### Placed cells, one colour a class

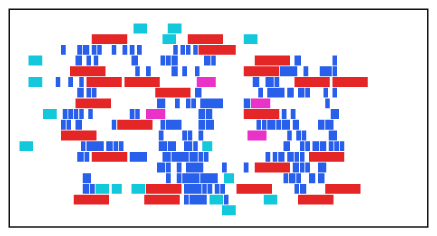
### Wiring by layer

Two of the layers only.
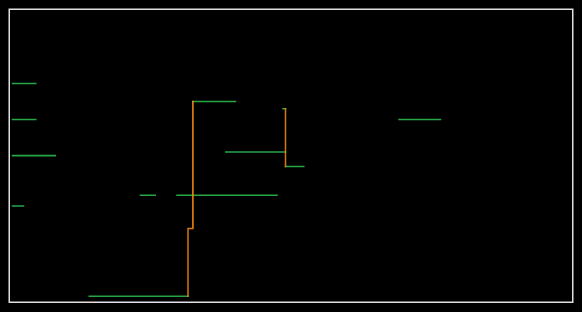
$ cat src/rtl/uart_tx.sv
// rtl/uart_tx.sv - queue-fed UART transmitter, 8N1 framing with optional even parity
//
// Pops one word from a FIFO-style source (in/em/pp) and sends it as a serial
// frame: start bit (0), NBITS data bits LSB first, optional even parity bit,
// stop bit (1). Each bit is held for CLKS_PER_BIT clock cycles.
//
// Optional feature macro: UART_TX_PARITY_EN (adds the PARITY state).
//
// Ports:
//   ck    in   system clock, rising-edge active
//   rst   in   asynchronous active-low reset
//   in    in   NBITS head-of-queue data word
//   em    in   queue empty flag (1 = nothing to send)
//   pp    out  pop request, registered one-cycle pulse per frame
//   tx    out  registered serial line, idles high
//   busy  out  high whenever a frame is in progress
module uart_tx #(
   parameter int NBITS        = 8,
   parameter int CLKS_PER_BIT = 434
) (
   input  logic             ck,
   input  logic             rst,
   input  logic [NBITS-1:0] in,
   input  logic             em,
   output logic             pp,
   output logic             tx,
   output logic             busy
);

   localparam int CW = (CLKS_PER_BIT > 1) ? $clog2(CLKS_PER_BIT) : 1;
   localparam int IW = (NBITS > 1) ? $clog2(NBITS) : 1;
   localparam logic [CW-1:0] CNT_LAST = CW'(CLKS_PER_BIT - 1);
   localparam logic [IW-1:0] IDX_LAST = IW'(NBITS - 1);

`ifdef UART_TX_PARITY_EN
   typedef enum logic [2:0] {IDLE, START, DATA, PARITY, STOP} state_t;
`else
   typedef enum logic [2:0] {IDLE, START, DATA, STOP} state_t;
`endif

   state_t            state, state_n;
   logic [CW-1:0]     cnt, cnt_n;
   logic [IW-1:0]     idx, idx_n;
   logic [NBITS-1:0]  sh, sh_n;
   logic              tx_n;
   logic              pp_n;
   logic              bit_done;
`ifdef UART_TX_PARITY_EN
   logic              par, par_n;
`endif

   assign busy     = (state != IDLE);
   assign bit_done = (cnt == CNT_LAST);

   always_ff @(posedge ck or negedge rst) begin
      if (!rst) begin
         state <= IDLE;
         cnt   <= '0;
         idx   <= '0;
         sh    <= '0;
         tx    <= 1'b1;
         pp    <= 1'b0;
`ifdef UART_TX_PARITY_EN
         par   <= 1'b0;
`endif
      end else begin
         state <= state_n;
         cnt   <= cnt_n;
         idx   <= idx_n;
         sh    <= sh_n;
         tx    <= tx_n;
         pp    <= pp_n;
`ifdef UART_TX_PARITY_EN
         par   <= par_n;
`endif
      end
   end

   // tx_n is the value the line takes during the cycle after this edge, so
   // each transition loads the first bit of the state being entered.
   always_comb begin
      state_n = state;
      cnt_n   = cnt;
      idx_n   = idx;
      sh_n    = sh;
      tx_n    = tx;
      pp_n    = 1'b0;
`ifdef UART_TX_PARITY_EN
      par_n   = par;
`endif
      case (state)
         IDLE: begin
            tx_n = 1'b1;
            if (!em) begin
               sh_n    = in;
               cnt_n   = '0;
               idx_n   = '0;
               pp_n    = 1'b1;
               tx_n    = 1'b0;
               state_n = START;
`ifdef UART_TX_PARITY_EN
               // Parity is taken at launch because the shift register is
               // consumed while the data bits go out.
               par_n   = ^in;
`endif
            end
         end
         START: begin
            if (bit_done) begin
               cnt_n   = '0;
               idx_n   = '0;
               tx_n    = sh[0];
               state_n = DATA;
            end else begin
               cnt_n = cnt + CW'(1);
            end
         end
         DATA: begin
            if (bit_done) begin
               cnt_n = '0;
               if (idx == IDX_LAST) begin
`ifdef UART_TX_PARITY_EN
                  tx_n    = par;
                  state_n = PARITY;
`else
                  tx_n    = 1'b1;
                  state_n = STOP;
`endif
               end else begin
                  idx_n = idx + IW'(1);
                  sh_n  = sh >> 1;
                  tx_n  = sh[1];
               end
            end else begin
               cnt_n = cnt + CW'(1);
            end
         end
`ifdef UART_TX_PARITY_EN
         PARITY: begin
            if (bit_done) begin
               cnt_n   = '0;
               tx_n    = 1'b1;
               state_n = STOP;
            end else begin
               cnt_n = cnt + CW'(1);
            end
         end
`endif
         STOP: begin
            tx_n = 1'b1;
            if (bit_done) begin
               cnt_n   = '0;
               state_n = IDLE;
            end else begin
               cnt_n = cnt + CW'(1);
            end
         end
         default: begin
            cnt_n   = '0;
            tx_n    = 1'b1;
            state_n = IDLE;
         end
      endcase
   end

endmodule

$ cat config.mk
export PLATFORM = sky130hd
export DESIGN_NAME = uart_tx
export DESIGN_NICKNAME = d
export VERILOG_FILES = /design/src/rtl/uart_tx.sv
export SDC_FILE = /design/constraint.sdc
export NUM_CORES = 1
export LEC_CHECK = 0
export ABC_AREA = 1
export CAP_MARGIN = 20
export CORE_ASPECT_RATIO = 0.5
export CORE_MARGIN = 2
export CORE_UTILIZATION = 27
export CTS_CLUSTER_SIZE = 28
export DETAILED_ROUTE_END_ITERATION = 7
export GPL_TIMING_DRIVEN = 1
export PLACE_DENSITY = 0.47
export SYNTH_ARGS = -nofsm -noshare
export SYNTH_HDL_FRONTEND = slang
export SYNTH_SLANG_ARGS = --single-unit
$ cat constraint.sdc
create_clock -name ck -period 2.9 [get_ports ck]
set_clock_uncertainty 0.05 [all_clocks]
set_input_delay 0.58 -clock ck [delete_from_list [all_inputs] [get_ports ck]]
set_output_delay 0.58 -clock ck [all_outputs]
set_load 0.05 [all_outputs]
==> run notes <==
Figures from the implementation reports.

- The chip height reads 55.0 um.
- The critical path starts at state[0].
- The overall die width reads 106 um.
- The global routing usage on met3 is 2.58%.
- The cell-internal power reads 0.861 mW.
- The met3 wire length reads 89 um.
- The number of buffers inserted by hold repair at cts is 0.
- Note that the worst hold path type here is reg -> reg.
- The portion of total power attributed to the clock network is 14.6%.
- The source-to-sink clock delay at the later pin of the worst-skew pair is 0.27 ns.
- The reported sequential group power reads 0.532 mW.
- The routed design shows a via density per instance of 4.37.
- The top power group reads combinational cells.
- The fraction of power consumed by combinational cells is 52.2%.
- The final hold violation count is 0.
- The switching fraction of total power reads 46.1%.
- The relative area change from synthesis to final layout reads 19.2%.
- The number of clock buffers added by TritonCTS is 3.
- The cell area that synthesis handed to floorplanning was 1410 um2.
- The register with the most flip-flops reads cnt.
- The final report lists a non-filler cell total of 270.
- The critical path start-end classification is reg -> out.
- The count of distinct cell types in the synthesized netlist reads 24.
- Summed over all failing endpoints, the final setup total negative slack is 0 ns.
- After synthesis, the cell types taking the most area are sky130_fd_sc_hd__dfrtp_1 41%, sky130_fd_sc_hd__nand2_1 18%, sky130_fd_sc_hd__ha_1 8.9%.
- The critical path capture point type is an output port.
- The worst-case setup margin in the final layout is 0.336 ns.
- In the final routing, the length of wire on met1 measures 1500 um.
- The stage logs contain a warning count of 32.
- The tally of yosys warning messages is 0.
- The detailed-router iteration count before antenna repair reads 4.
- The initial antenna violation count is 0.
- The clock input transition at the sequential cells of the worst setup and hold paths reads 0.09 ns.
- The worst hold margin reads 0.431 ns.
- According to the CTS report, the clock sink count is 24.
- The post-cts gate resize count reads 0.
- Looking at hold timing, the worst path starts from sh[3].
- The post-synth register bit count is 24.
- Routability-driven placement finished with a final weighted congestion of 0.787.
- According to the timing report, the arrival time at the worst endpoint equals 1.93 ns.
- The CTS tree reads built.
- In this run the tightest slew margin relative to its limit is 67.1%.
- The highest clock rate this design can be run at is 390 MHz.
- The overall power of the completed layout is 1.60 mW.
- The post-synthesis average cell area reads 7.64 um2.
- The area of placed instances reads 1620 um2.
- Setup repair after global routing left no endpoint under its margin.
- The antenna diode count reads 0.
- The post-CTS setup buffer count reads 0.
- The post-route minimum period reads 2.56 ns.
- The number of port buffers reads 13.
- The fraction of met1 tracks used by global routing is 14.9%.
- The share of synthesized area occupied by flip-flops and latches is 42.8%.
- Detailed placement finished with a half-perimeter wire length of 2120 um.
- The most instantiated flip-flop cell in the synthesis netlist reads sky130_fd_sc_hd__dfrtp_1.
- The final setup violation count reads 0.
- The layout cell share with drive strength beyond 1 reads 11.0%.
- The power report lists the clock group at 0.233 mW.
- The post-synthesis net count reads 205.
- The root buffer selected by CTS reads sky130_fd_sc_hd__clkbuf_8.
- The OpenROAD report gives the critical path a required time of 2.27 ns.
- The pin slew with the least headroom to its limit reads 0.491 ns.
- Along the worst path, the maximum fanout reaches 5.
- The number of placed I/O pins is 14.
- The first-pass GRT wire length is 5340 um.
- The yosys cell count reads 184.
- The leading cell type in the layout, fill and taps excluded reads sky130_fd_sc_hd__nand2_1.
- The number of nets in the finished design reads 222.
- The portion of synthesized cell area occupied by the leading cell type is 41.0%.
- The fraction of met2 tracks used by global routing is 20.3%.
- The combinational cell power reads 0.835 mW.
- The post-synthesis instance total is 184.
- The maximum ir drop on the vdd rail reads 0.227 mV.
- Entering global routing, the biggest net connects 25 pins.
- The area of the die reads 5830 um2.
- The worst slack at placement is 0.635 ns.
- The final timing summary puts the cycle share of the worst path at 88.4%.
- Max-slew check failures listed in the final report amount to 0.
- Looking at the clock tree report, the H-tree level count equals 1.
- The number of buffers on the longest clock path is 2.
- The yosys stat chip area reads 1410 um2.
- The flow ran to the end, and the final reports show no timing, DRC or antenna violations.
- The number of global-route vias before repair is 1131.
- The flip-flop count of the largest register, all copies and words added reads 9.
- The static leakage is 0.845 nW.
- The routed length on met2 is 1270 um.
- The detailed router's first-iteration violation count is 34.
- The number of placed instances, taps included reads 266.
- Counting the fill cells in the layout gives 535.
- The max-capacitance violation count reads 0.
- Signal nets in the final route climb as high as met4.
Notes on 'Placed cells, one colour a class' above:
Red marks registers, cells 24. Blue marks remaining logic cells, cells 156. Magenta marks clock drivers and dummy loads, cells 4. Cyan marks remaining buffers and delay cells, cells 16.
final instance area: 1680 um2
Placeable Area: 4980 um2
share of cell area taken by flip-flops and latches: 35.9%
Rows: 18
final core occ: 33.7%

Notes on 'Wiring by layer' above:
Orange marks M4, wire length 48.5 um. Green marks M3, wire length 89.9 um.
drt total wl: 2910 um
average wire length per cell after detail routing: 10.8 um
Global Route Usage Sum: 11.9%
DR vias: 1180

-- cells by family after synthesis --
group / share of synthesized area, %
DFF: 42.8
buffers and inverters: 6.86
and+or+nand+nor: 34.5
adders and majority gates: 8.90
AOI/OAI and AO/OA: 6.23
xor gates and xnor gates: 0.623
-- synth_stat cells (2+ instances only) --
cell type and instances:
sky130_fd_sc_hd__nand3_1 11, sky130_fd_sc_hd__nand4_1 7, sky130_fd_sc_hd__inv_1 13, sky130_fd_sc_hd__ha_1 10, sky130_fd_sc_hd__o21ai_1 6, sky130_fd_sc_hd__dfrtp_1 23
sky130_fd_sc_hd__buf_2 2, sky130_fd_sc_hd__inv_2 6, sky130_fd_sc_hd__a21oi_1 6, sky130_fd_sc_hd__nor3_1 8, sky130_fd_sc_hd__nor2_1 8, sky130_fd_sc_hd__or2_1 2
sky130_fd_sc_hd__nand2_2 4, sky130_fd_sc_hd__nand2_1 68
-- path summary, 6_finish.rpt --
path	to	cells after the start
max	busy	4
min	sh[3]	2
max reg2reg	sh[3]	9
min reg2reg	sh[3]	2
max in group asynchronous	tx	2
min in group asynchronous	idx[0]	2
-- final cells by class --
| class | instances | area (um2) | share of cell area, % |
|---|---|---|---|
| clock buffer | 4 | 55.1 | 3.29 |
| inverter | 19 | 71.3 | 4.26 |
| multi-input combinational | 137 | 707 | 42.2 |
| sequential | 24 | 602 | 35.9 |
| tap | 70 | 87.6 | 5.23 |
| timing repair buffer | 16 | 153 | 9.11 |
-- worst max-delay path: stages, from the launching register on --
cell	delay (ns)
sky130_fd_sc_hd__dfrtp_1	0.43
sky130_fd_sc_hd__inv_1	0.10
sky130_fd_sc_hd__ha_1	0.24
sky130_fd_sc_hd__inv_1	0.09
sky130_fd_sc_hd__clkdlybuf4s50_1	0.80
Power and IR drop assume default switching activity.
